--- config.mk ---
export PLATFORM = sky130hd
export DESIGN_NAME = mem_bus_bridge
export DESIGN_NICKNAME = d
export VERILOG_FILES = /design/src/rtl/mem_bus_bridge.sv
export SDC_FILE = /design/constraint.sdc
export NUM_CORES = 1
export LEC_CHECK = 0
export CELL_PAD_IN_SITES_DETAIL_PLACEMENT = 0
export CELL_PAD_IN_SITES_GLOBAL_PLACEMENT = 1
export CORE_AREA = 2 2 133 135
export DETAILED_ROUTE_END_ITERATION = 16
export DIE_AREA = 0 0 135 137
export GPL_TIMING_DRIVEN = 0
export PLACE_DENSITY = 0.91
export SLEW_MARGIN = 20
export SYNTH_ARGS = -nofsm -noshare
export SYNTH_HDL_FRONTEND = slang
export SYNTH_SLANG_ARGS = --single-unit
export TNS_END_PERCENT = 20
--- constraint.sdc ---
create_clock -name clk -period 2.95 [get_ports clk]
set_input_delay 0.295 -clock clk [delete_from_list [all_inputs] [get_ports clk]]
set_output_delay 0.295 -clock clk [all_outputs]
set_load 0.01 [all_outputs]
--- src/rtl/mem_bus_bridge.sv ---
`timescale 1ns/1ps
// Bridges the multicycle core's memory port to the on-chip RAM (req/ack with timeout)
// and a small MMIO block holding the LED register, a free-running cycle counter and a W1C status register.
module mem_bus_bridge #(
    parameter int RAM_ADDR_W = 12,
    parameter int LED_W      = 8,
    parameter int TIMEOUT    = 16
) (
    input  logic                  clk,
    input  logic                  rst_n,
    input  logic                  cpu_read,
    input  logic                  cpu_write,
    input  logic [31:0]           cpu_addr,
    input  logic [31:0]           cpu_wdata,
    output logic [31:0]           cpu_rdata,
    output logic                  cpu_ready,
    output logic                  ram_req,
    output logic                  ram_we,
    output logic [RAM_ADDR_W-1:0] ram_addr,
    output logic [31:0]           ram_wdata,
    input  logic                  ram_ack,
    input  logic [31:0]           ram_rdata,
    output logic [LED_W-1:0]      leds
);

    localparam logic [31:0] LED_ADDR  = 32'h8000_0000;
    localparam logic [31:0] CNT_ADDR  = 32'h8000_0004;
    localparam logic [31:0] STAT_ADDR = 32'h8000_0008;
    localparam int          TO_W      = (TIMEOUT > 1) ? $clog2(TIMEOUT) : 1;
    localparam logic [TO_W-1:0] TO_LAST = TO_W'(TIMEOUT - 1);

    typedef enum logic [1:0] {IDLE, RAM_WAIT, RESP} state_t;

    state_t          state;
    logic [31:0]     cycle_cnt;
    logic [2:0]      status;
    logic [TO_W-1:0] wait_cnt;
    logic            pend_read;

    logic        req;
    logic        is_wr;
    logic        misaligned;
    logic        hit_ram;
    logic        hit_led;
    logic        hit_cnt;
    logic        hit_stat;
    logic [31:0] mmio_rdata;
    logic [2:0]  status_set;
    logic [2:0]  status_clr;

    // A simultaneous read+write is handled as a write. Status sets are ORed in after
    // the W1C clear so an event in the same cycle as its clear is never lost.
    always_comb begin
        req        = cpu_read | cpu_write;
        is_wr      = cpu_write;
        misaligned = (cpu_addr[1:0] != 2'b00);
        hit_ram    = (cpu_addr[31:RAM_ADDR_W+2] == '0);
        hit_led    = (cpu_addr == LED_ADDR);
        hit_cnt    = (cpu_addr == CNT_ADDR);
        hit_stat   = (cpu_addr == STAT_ADDR);

        mmio_rdata = 32'h0;
        if (hit_led)
            mmio_rdata = 32'(leds);
        else if (hit_cnt)
            mmio_rdata = cycle_cnt;
        else if (hit_stat)
            mmio_rdata = {29'h0, status};

        status_set = 3'b000;
        status_clr = 3'b000;
        if (state == IDLE && req) begin
            status_set[0] = misaligned;
            status_set[1] = cpu_read & cpu_write;
            if (hit_stat && is_wr)
                status_clr = cpu_wdata[2:0];
        end
        if (state == RAM_WAIT && !ram_ack && wait_cnt == TO_LAST)
            status_set[2] = 1'b1;
    end

    always_ff @(posedge clk or negedge rst_n) begin
        if (!rst_n) begin
            state     <= IDLE;
            cycle_cnt <= 32'h0;
            status    <= 3'b000;
            wait_cnt  <= '0;
            pend_read <= 1'b0;
            cpu_rdata <= 32'h0;
            cpu_ready <= 1'b0;
            ram_req   <= 1'b0;
            ram_we    <= 1'b0;
            ram_addr  <= '0;
            ram_wdata <= 32'h0;
            leds      <= '0;
        end else begin
            cycle_cnt <= cycle_cnt + 32'd1;
            status    <= (status & ~status_clr) | status_set;
            cpu_ready <= 1'b0;
            case (state)
                IDLE: begin
                    if (req) begin
                        pend_read <= !is_wr;
                        if (misaligned) begin
                            if (!is_wr)
                                cpu_rdata <= 32'h0;
                            state <= RESP;
                        end else if (hit_ram) begin
                            ram_req   <= 1'b1;
                            ram_we    <= is_wr;
                            ram_addr  <= cpu_addr[RAM_ADDR_W+1:2];
                            ram_wdata <= cpu_wdata;
                            wait_cnt  <= '0;
                            state     <= RAM_WAIT;
                        end else begin
                            if (is_wr) begin
                                if (hit_led)
                                    leds <= cpu_wdata[LED_W-1:0];
                            end else begin
                                cpu_rdata <= mmio_rdata;
                            end
                            state <= RESP;
                        end
                    end
                end
                // ram_* outputs are left untouched here so the RAM sees a stable request
                RAM_WAIT: begin
                    if (ram_ack) begin
                        ram_req <= 1'b0;
                        if (pend_read)
                            cpu_rdata <= ram_rdata;
                        state <= RESP;
                    end else if (wait_cnt == TO_LAST) begin
                        ram_req <= 1'b0;
                        if (pend_read)
                            cpu_rdata <= 32'hDEAD_BEEF;
                        state <= RESP;
                    end else begin
                        wait_cnt <= wait_cnt + 1'b1;
                    end
                end
                RESP: begin
                    cpu_ready <= 1'b1;
                    state     <= IDLE;
                end
                default: state <= IDLE;
            endcase
        end
    end

endmodule

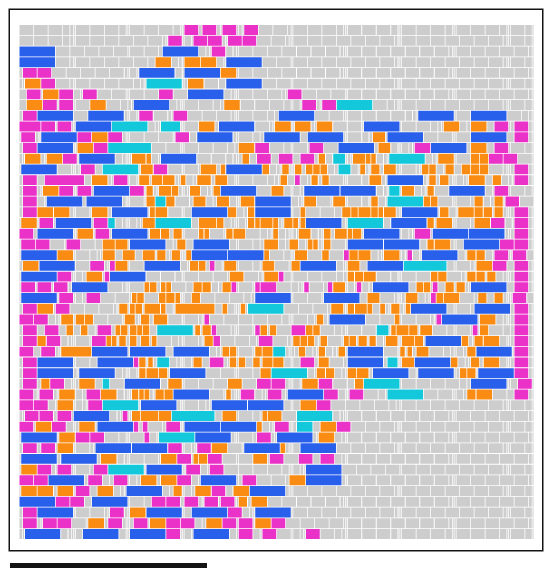
Run 1: placement by cell class
Bar = 50 um. Fill, decap, tap and diode cells in grey.
[blue] registers | cells: 129 | share of their area: 38%
[cyan] clock drivers and dummy loads | cells: 32 | share of their area: 7.2%
[orange] remaining logic cells | cells: 360 | share of their area: 31%
[magenta] remaining buffers and delay cells | cells: 216 | share of their area: 24%
Design Area, Final: 8816 um^2
post-layout utilization of the core: 0.5169

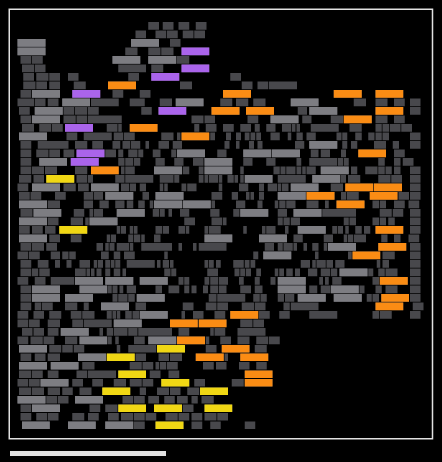
Run 1: where the registers sit
Bar = 50 um.
[yellow] `ram_addr` | placed flops: 12
[orange] `cpu_rdata` | placed flops: 32
[purple] `leds` | placed flops: 8

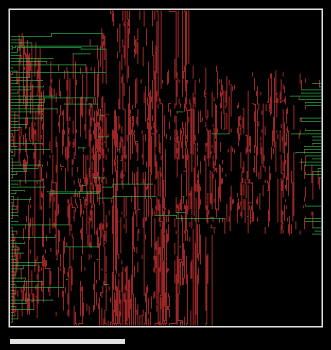
Run 1: wiring by layer
Bar = 50 um. Two of the layers only.
[red] M2 | wire length: 8440 um
[green] M3 | wire length: 1190 um
Overall Global Routing Usage: 0.1977
WL final: 17200 um

==> metrics.log, run 1 <==
[report] implementation figures
INFO  metric die_y = 137 um
INFO  metric first_global_vias = 5041
INFO  metric synth_warnings = 0
INFO  metric drt_iter0_markers = 312
INFO  metric post_synth_xor_area_fraction = 0.04517
INFO  metric edf_count = 0
INFO  metric seq-power = 0.00179 W
INFO  metric post_synth_inst_count = 517
INFO  metric drt_drc_violations_left = 0
INFO  metric power-top-group = clock
INFO  metric yosys-dominant-comb-family = multiplexers
INFO  metric worst-path-buf-inv = 3
INFO  metric biggestRegsByFlops = cpu_rdata: 32 flops, cycle_cnt: 32 flops, ram_wdata: 32 flops
INFO  metric num-clock-buffers = 18
INFO  metric worst_ep_arrival_time = 2.92 ns
INFO  metric simple_gate_share = 0.1576
INFO  metric seq_total_area = 0.3662
INFO  metric postSynthNetCount = 620
INFO  metric layout.area.comb = 2616 um^2
INFO  metric pin_count_of_the_biggest_net_entering_global_routing = 76
INFO  metric netlist-cell-type-count = 45
INFO  metric p_int = 0.003320 W
INFO  metric r2r_setup_slack = 0.43 ns
INFO  metric clockPowerShare = 0.511
INFO  metric synthTopCellsByArea = dfrtp_1 (54%), mux2_2 (9.9%), mux2_1 (4.7%)
INFO  metric crit_end_category = register
INFO  metric status = complete, no violations
INFO  metric finalHoldWorstSlack = 0.3921 ns
INFO  metric cts_root_buf = clkbuf_16
-- run 1: stage by stage --
stage / util / std cells / total power (W) / setup slack (ns) / setup TNS (ns)
6_report: 0.5169 / 963 / 0.004316 / 0.3868 / 0
5_1_grt: 0.5169 / 963 / 0.004460 / 0.1816 / 0
4_1_cts: 0.5167 / 962 / 0.004353 / 0.2946 / 0
3_5_place_dp: 0.4800 / 929 / 0.002145 / -0.06651 / -0.1648
3_3_place_gp: 0.4781 / 928 / 0.002138 / -3.660 / -471.08
2_1_floorplan: - / 517 / 0.001918 / 0.8410 / 0
-- run 1: repair_timing --
action / CTS / global route
resized: 0 / 0
hold buffers: 1 / 0
hold endpoints to repair: 54 / 0
==> run 1 -> run 2 <==
--- a/config.mk
+++ b/config.mk
@@ -11,6 +11,7 @@
 export DETAILED_ROUTE_END_ITERATION = 16
 export DIE_AREA = 0 0 135 137
 export GPL_TIMING_DRIVEN = 0
+export HOLD_SLACK_MARGIN = 0.1
 export PLACE_DENSITY = 0.91
 export SLEW_MARGIN = 20
 export SYNTH_ARGS = -nofsm -noshare
==> metrics.log, run 2 <==
[report] implementation figures
INFO  metric power-top-group = clock
INFO  metric finalHoldWorstSlack = 0.3921 ns (unchanged)
INFO  metric synth_warnings = 0 (unchanged)
INFO  metric postLayoutCellArea = 8816 um^2 (unchanged)
INFO  metric postSynthNetCount = 620 (unchanged)
INFO  metric r2r_setup_slack = 0.43 ns (about the same)
INFO  metric groute.usage.overall = 0.1977 (unchanged)
INFO  metric crit_end_category = register
INFO  metric clockPowerShare = 0.511 (about the same)
INFO  metric synthTopCellsByArea = dfrtp_1 (54%), mux2_2 (9.9%), mux2_1 (4.7%)
INFO  metric worst-path-buf-inv = 3 (unchanged)
INFO  metric fin_util = 0.5169 (unchanged)
INFO  metric post_synth_inst_count = 517 (unchanged)
INFO  metric biggestRegsByFlops = cpu_rdata: 32 flops, cycle_cnt: 32 flops, ram_wdata: 32 flops
INFO  metric netlist-cell-type-count = 45 (unchanged)
INFO  metric status = complete, no violations
INFO  metric place_ws = -0.06651 ns (unchanged)
INFO  metric drt_iter0_markers = 312 (unchanged)
INFO  metric fin_cells = 963 (unchanged)
INFO  metric seq-power = 0.00179 W (about the same)
INFO  metric cts_root_buf = clkbuf_16
INFO  metric drt_drc_violations_left = 0 (unchanged)
INFO  metric totalPowerFinal = 0.004316 W (unchanged)
INFO  metric fin_tns_setup = 0 ns (unchanged)
INFO  metric num-clock-buffers = 18 (unchanged)
INFO  metric edf_count = 0 (unchanged)
INFO  metric layout.area.comb = 2616 um^2 (unchanged)
run 2: final timing paths:
check	endpoint	cells past startpoint
worst min register to register	cpu_ready	1
worst min-delay path	ram_wdata[26]	2
worst max-delay path	cpu_rdata[29]	8
max in group asynchronous	cpu_rdata[27]	3
worst max register to register	cpu_rdata[28]	7
min in group clk	cpu_ready	1
run 2: cells by family (layout without fill, tap and decap cells):
logic type,after synthesis,after routing,synth area share
AND-OR/OR-AND,60,60,0.06724
XOR/XNOR,31,31,0.04517
adder cells (fa/ha/maj),2,2,0.004163
buffers and inverters,38,258,0.02769
flip-flops,129,129,0.5371
multiplexers,87,87,0.1611
other,0,1,0
AND/OR/NAND/NOR,170,170,0.1576
run 2: repair_timing:
item                      CTS  global route
hold buffers                1             0
resized                     0             0
hold endpoints to repair   54             0
buffers inserted            0             0
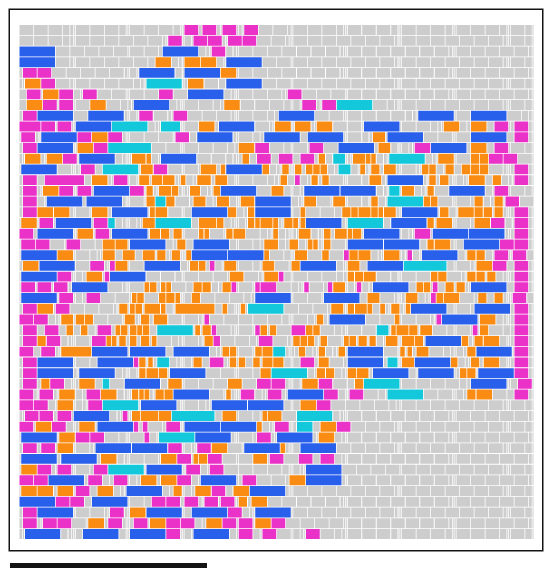
Run 2: placement by cell class
Bar = 50 um. Fill, decap, tap and diode cells in grey.
[magenta] remaining buffers and delay cells | cells: 216 | share of their area: 24%
[blue] registers | cells: 129 | share of their area: 38%
[orange] remaining logic cells | cells: 360 | share of their area: 31%
[cyan] clock drivers and dummy loads | cells: 32 | share of their area: 7.2%

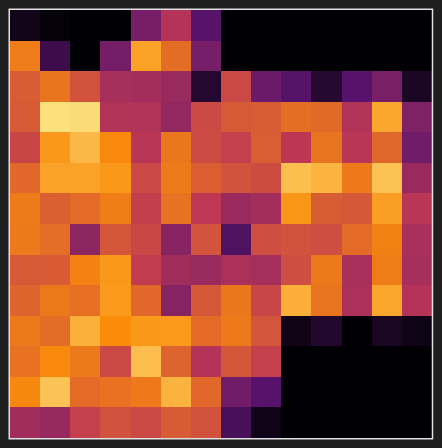
Run 2: local utilization
The die is cut into 14 by 14 equal tiles; black is low, pale yellow is high, 0 to 100% covered.
emptiest ninth of the die: bottom right
fullest tile: 93%
nearly empty tiles: 17%
mean over tiles: 46%

Power figures rest on the tool's default switching activity, not on a simulated workload.
